## src/rtl/kernel_multiplier.sv

```systemverilog
// kernel_multiplier: stores a KxK kernel and an NxN image loaded serially,
// then emits one vector of K*K unsigned products per pixel in raster order
// over a valid/ready handshake toward the transposed-conv decoder.

// One product lane: registers pixel * weight at full double width.
module kernel_multiplier_lane #(
    parameter int W = 8
) (
    input  logic           clk,
    input  logic           rst,
    input  logic           en,
    input  logic [W-1:0]   pixel,
    input  logic [W-1:0]   weight,
    output logic [2*W-1:0] product
);
    // Product register; cleared by reset, updated only in the MULT cycle
    always_ff @(posedge clk) begin
        if (rst)     product <= '0;
        else if (en) product <= {{W{1'b0}}, pixel} * {{W{1'b0}}, weight};
    end
endmodule

module kernel_multiplier #(
    parameter int N           = 2,
    parameter int K           = 3,
    parameter int PIXEL_WIDTH = 8
) (
    input  logic                                       clk,
    input  logic                                       rst,
    input  logic                                       load_kernel,
    input  logic                                       load_input,
    input  logic [PIXEL_WIDTH-1:0]                     data_in,
    input  logic                                       data_valid,
    input  logic                                       start,
    output logic [K*K*2*PIXEL_WIDTH-1:0]               multiplied_image,
    output logic                                       prod_valid,
    input  logic                                       prod_ready,
    output logic [((N*N > 1) ? $clog2(N*N) : 1)-1:0]   pixel_index,
    output logic                                       busy,
    output logic                                       done
);
    localparam int PW2 = 2 * PIXEL_WIDTH;
    localparam int KK  = K * K;
    localparam int NN  = N * N;
    localparam int WW  = (KK > 1) ? $clog2(KK) : 1;
    localparam int IW  = (NN > 1) ? $clog2(NN) : 1;
    localparam logic [WW-1:0] W_LAST = WW'(KK - 1);
    localparam logic [IW-1:0] I_LAST = IW'(NN - 1);

    typedef enum logic [2:0] {IDLE, LOAD_K, LOAD_I, MULT, HOLD, DONE} state_t;

    state_t state, state_nxt;

    logic [PIXEL_WIDTH-1:0] weight_mem [KK];
    logic [PIXEL_WIDTH-1:0] pixel_mem  [NN];
    logic [WW-1:0]          wcnt;
    logic [IW-1:0]          icnt;
    logic [IW-1:0]          pixel_idx;
    logic                   kernel_loaded;
    logic                   input_loaded;
    logic                   mult_en;
    logic [PIXEL_WIDTH-1:0] cur_pixel;

    assign busy      = (state != IDLE);
    assign done      = (state == DONE);
    assign mult_en   = (state == MULT);
    assign cur_pixel = pixel_mem[pixel_idx];

    // State register
    always_ff @(posedge clk) begin
        if (rst) state <= IDLE;
        else     state <= state_nxt;
    end

    // Next-state logic; kernel load has priority over image load
    always_comb begin
        state_nxt = state;
        case (state)
            IDLE: begin
                if (load_kernel)                                 state_nxt = LOAD_K;
                else if (load_input)                             state_nxt = LOAD_I;
                else if (start && kernel_loaded && input_loaded) state_nxt = MULT;
            end
            LOAD_K: if (data_valid && wcnt == W_LAST) state_nxt = IDLE;
            LOAD_I: if (data_valid && icnt == I_LAST) state_nxt = IDLE;
            MULT:   state_nxt = HOLD;
            HOLD: begin
                if (prod_ready) state_nxt = (pixel_idx == I_LAST) ? DONE : MULT;
            end
            DONE:    state_nxt = IDLE;
            default: state_nxt = IDLE;
        endcase
    end

    // Storage writes; deliberately not reset so contents survive a reset
    always_ff @(posedge clk) begin
        if (!rst && state == LOAD_K && data_valid) weight_mem[wcnt] <= data_in;
        if (!rst && state == LOAD_I && data_valid) pixel_mem[icnt]  <= data_in;
    end

    // Counters, loaded flags and handshake outputs
    always_ff @(posedge clk) begin
        if (rst) begin
            wcnt          <= '0;
            icnt          <= '0;
            pixel_idx     <= '0;
            kernel_loaded <= 1'b0;
            input_loaded  <= 1'b0;
            prod_valid    <= 1'b0;
            pixel_index   <= '0;
        end else begin
            case (state)
                IDLE: begin
                    if (load_kernel) begin
                        kernel_loaded <= 1'b0;
                        wcnt          <= '0;
                    end else if (load_input) begin
                        input_loaded <= 1'b0;
                        icnt         <= '0;
                    end else if (start && kernel_loaded && input_loaded) begin
                        pixel_idx <= '0;
                    end
                end
                LOAD_K: begin
                    if (data_valid) begin
                        if (wcnt == W_LAST) begin
                            wcnt          <= '0;
                            kernel_loaded <= 1'b1;
                        end else begin
                            wcnt <= wcnt + WW'(1);
                        end
                    end
                end
                LOAD_I: begin
                    if (data_valid) begin
                        if (icnt == I_LAST) begin
                            icnt         <= '0;
                            input_loaded <= 1'b1;
                        end else begin
                            icnt <= icnt + IW'(1);
                        end
                    end
                end
                MULT: begin
                    prod_valid  <= 1'b1;
                    pixel_index <= pixel_idx;
                end
                HOLD: begin
                    if (prod_ready) begin
                        prod_valid <= 1'b0;
                        if (pixel_idx != I_LAST) pixel_idx <= pixel_idx + IW'(1);
                    end
                end
                default: ;
            endcase
        end
    end

    // One lane per kernel weight, all sharing the current pixel
    for (genvar k = 0; k < KK; k++) begin : g_lane
        kernel_multiplier_lane #(.W(PIXEL_WIDTH)) u_lane (
            .clk     (clk),
            .rst     (rst),
            .en      (mult_en),
            .pixel   (cur_pixel),
            .weight  (weight_mem[k]),
            .product (multiplied_image[k*PW2 +: PW2])
        );
    end
endmodule

```

## config.mk

```make
export PLATFORM = sky130hd
export DESIGN_NAME = kernel_multiplier
export DESIGN_NICKNAME = d
export VERILOG_FILES = /design/src/rtl/kernel_multiplier.sv
export SDC_FILE = /design/constraint.sdc
export NUM_CORES = 2
export LEC_CHECK = 0
export CAP_MARGIN = 20
export CORE_UTILIZATION = 50
export DETAILED_ROUTE_END_ITERATION = 6
export HOLD_SLACK_MARGIN = 0.05
export PLACE_DENSITY = 0.73
export SLEW_MARGIN = 40
export SYNTH_ARGS = -nofsm -noshare
export SYNTH_HDL_FRONTEND = slang
export SYNTH_SLANG_ARGS = --single-unit
```

## constraint.sdc

```tcl
create_clock -name clk -period 7.6 [get_ports clk]
set_clock_uncertainty 0.15 [all_clocks]
set_input_delay 1.52 -clock clk [delete_from_list [all_inputs] [get_ports clk]]
set_output_delay 1.52 -clock clk [all_outputs]
set_load 0.02 [all_outputs]
```

wires.png
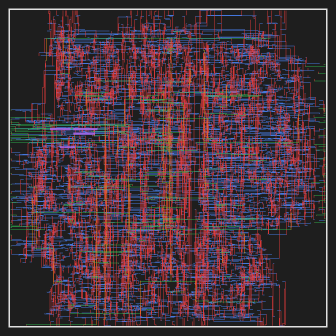
[metal 2] red | wire length: 30.9 mm
[metal 3] green | wire length: 3,270 um
[metal 4] orange | wire length: 1,370 um
[metal 5] purple | wire length: 55.2 um
[metal 1] blue | wire length: 28.5 mm

layer_met2.png
Cells faint in the background.
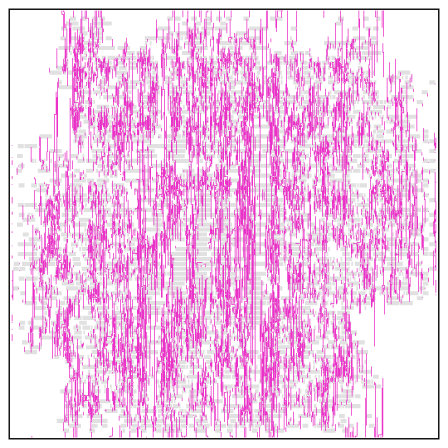
wire length on this layer: 30.9 mm
longest straight run: 78.5 um
nets with wire on the layer: 3,147
share of all routed wire: 48%

clk_routes.png
The bar under the picture is 50 um long.
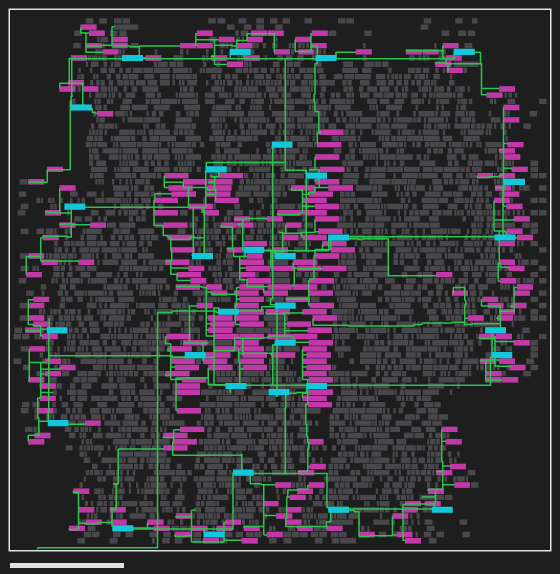
[flip-flops] magenta | count: 266
[clock drivers] cyan | count: 31
[clock wires] green | length: 4,010 um
flops lie: all over the die
clk latency late pin: 0.60 ns
Clk network pwr share: 0.365
P_clk: 1640 uW

congestion.png
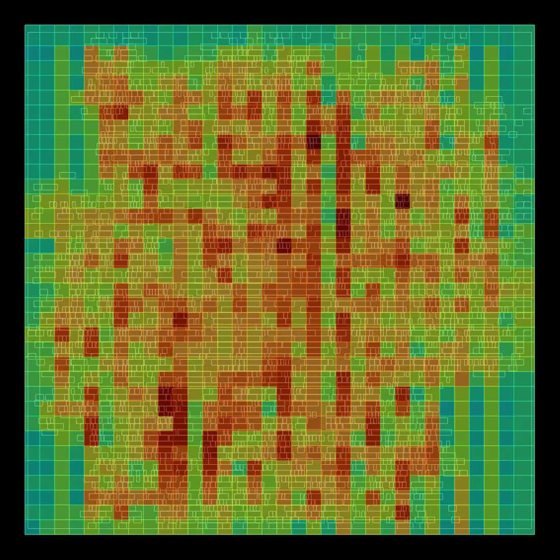
met1 GRT Util: 0.3096
met3 usage: 0.03205

## power by group through the flow
stage / Clock [uW] / Combinational [uW] / Sequential (uW)
after floorplan: 0 / 930 / 1600
after global placement: 0 / 1260 / 1580
after detailed placement: 0 / 1300 / 1580
after CTS: 1680 / 1310 / 1550
after global routing: 1730 / 1470 / 1550
final: 1640 / 1310 / 1550
## cell type report
class | instances | area (um^2)
clock buffer | 36 | 804.5
clock inverter | 21 | 304.0
fill | 4699 | 23200
inverter | 473 | 1775
multi-input combinational | 2141 | 19150
sequential | 266 | 6366
tap | 696 | 870.8
timing repair buffer | 180 | 1772
## metal layers
metal	GRT usage	up-vias	part of all wire
li1	-	9758	-
met4	0.05767	8	0.021
met5	0	-	0.00086
met1	0.3096	10094	0.44
met3	0.03205	96	0.051
met2	0.4027	487	0.48
==> flow_metrics.tcl <==
# yosys + openroad results
set metrics [dict create \
    status "complete, no violations" \
    track_usage 0.2337 \
    ys_warn_count 0 \
    worst_pin_slew_ns 0.8568 \
    ctsResizeCount 0 \
    warning_count 32 \
    place_inst 3756 \
    crit_required_ns 7.91 \
    crit_path_max_incr_delay_ns 1.02 \
    ir_drop_mv 0.1840 \
    cts_max_level 1 \
    core_util_floorplan 0.5106 \
    synth.mux.area_fraction 0.007635 \
    synthAoiAreaFrac 0.08476 \
    antenna_found_initial 4 \
    drc 0 \
    hold_depth 2 \
    grt_pass1_vias 21393 \
    drt_first_iter_violations 1112 \
    pwr-share-comb 0.291 \
    hold_class "flip-flop to flip-flop" \
    die_area_mm2 0.05633 \
    avgSynthCellArea_um2 9.268 \
    hold_violations 0 \
    area_delta_synth_final_pct 12.08 \
    place_congestion 0.8739 \
    crit_chain "mux4_4 -> buf_4 -> and2_1 -> fa_1 -> inv_1 -> fa_1 -> inv_1 -> fa_1 -> inv_1 -> fa_1 -> inv_1 -> ha_1 -> o211ai_1 -> a21oi_1 -> o41ai_1 -> o21ai_1 -> xnor2_1 -> o21ai_1" \
    top_cell_area_share 0.2342 \
    wl_mm 64.09 \
    syn-num-nets 3660 \
    grt_setup_unrepaired "false" \
    dpl-instance-area_mm2 0.02993 \
    reg2reg_to "g_lane[4].u_lane.product[15]" \
    finalSetupViolations 0 \
    postLayoutCellArea_mm2 0.03104 \
    endpoint_kind "flip-flop" \
    final_common_cell "inv_1" \
    top_cells_by_count "inv_1, and2_1, ha_1" \
    drv_cap 0 \
    r2r_slack_ns 1.31 \
    finalSetupTns_ns 0 \
    final.period_utilization 0.8273 \
    dp_hpwl_mm 47.47 \
    holdBufCountCts 0 \
    critPathSlowestCell "mux4_4" \
    power.switching_uw 1422 \
    clock_path_buffers 3 \
    final_nets 3765 \
    fin_cells 3813 \
    drv_slew 0 \
    cts_buffers 31 \
    cp_num_cells 18 \
    mostFrequentLayoutCells "inv_1, and2_1, ha_1, nand2_1, fa_1" \
    drive_gt1_frac 0.02952 \
    adder_share 0.3847 \
    grt_pass1_wl_mm 107.7 \
    synth_cells 2988 \
    largest_area_cell "fa_1" \
    path_max_fanout 39 \
    final_core_util 0.5722 \
    place_ws_ns 1.405 \
    reg2regPathDepth 18 \
    flop_cell "dfxtp_1" \
    final_antenna_net_count 0 \
    p_int_uw 3068 \
    antenna_cells 0 \
    top_register "g_lane.u_lane.product" \
    cp.arrival_ns 6.60 \
    start_kind "flip-flop" \
    grt_max_degree 77 \
    clkTransAtPathRegs_ns 0.06 \
    vias_per_cell 5.361 \
    synth-edff-count 104 \
    cts_setup_buffers 0 \
    top_cell "inv_1" \
    io_buffers 163 \
    coreArea_mm2 0.05424 \
    async_flop_share 0 \
    ys_cells 2988 \
    largest_reg_flops 144 \
    holdCritStartpoint "g_lane[7].u_lane.product[12]" \
    synth_area_mm2 0.02769 \
    cp_num_buf_inv 5 \
]
Power figures rest on the tool's default switching activity, not on a simulated workload.
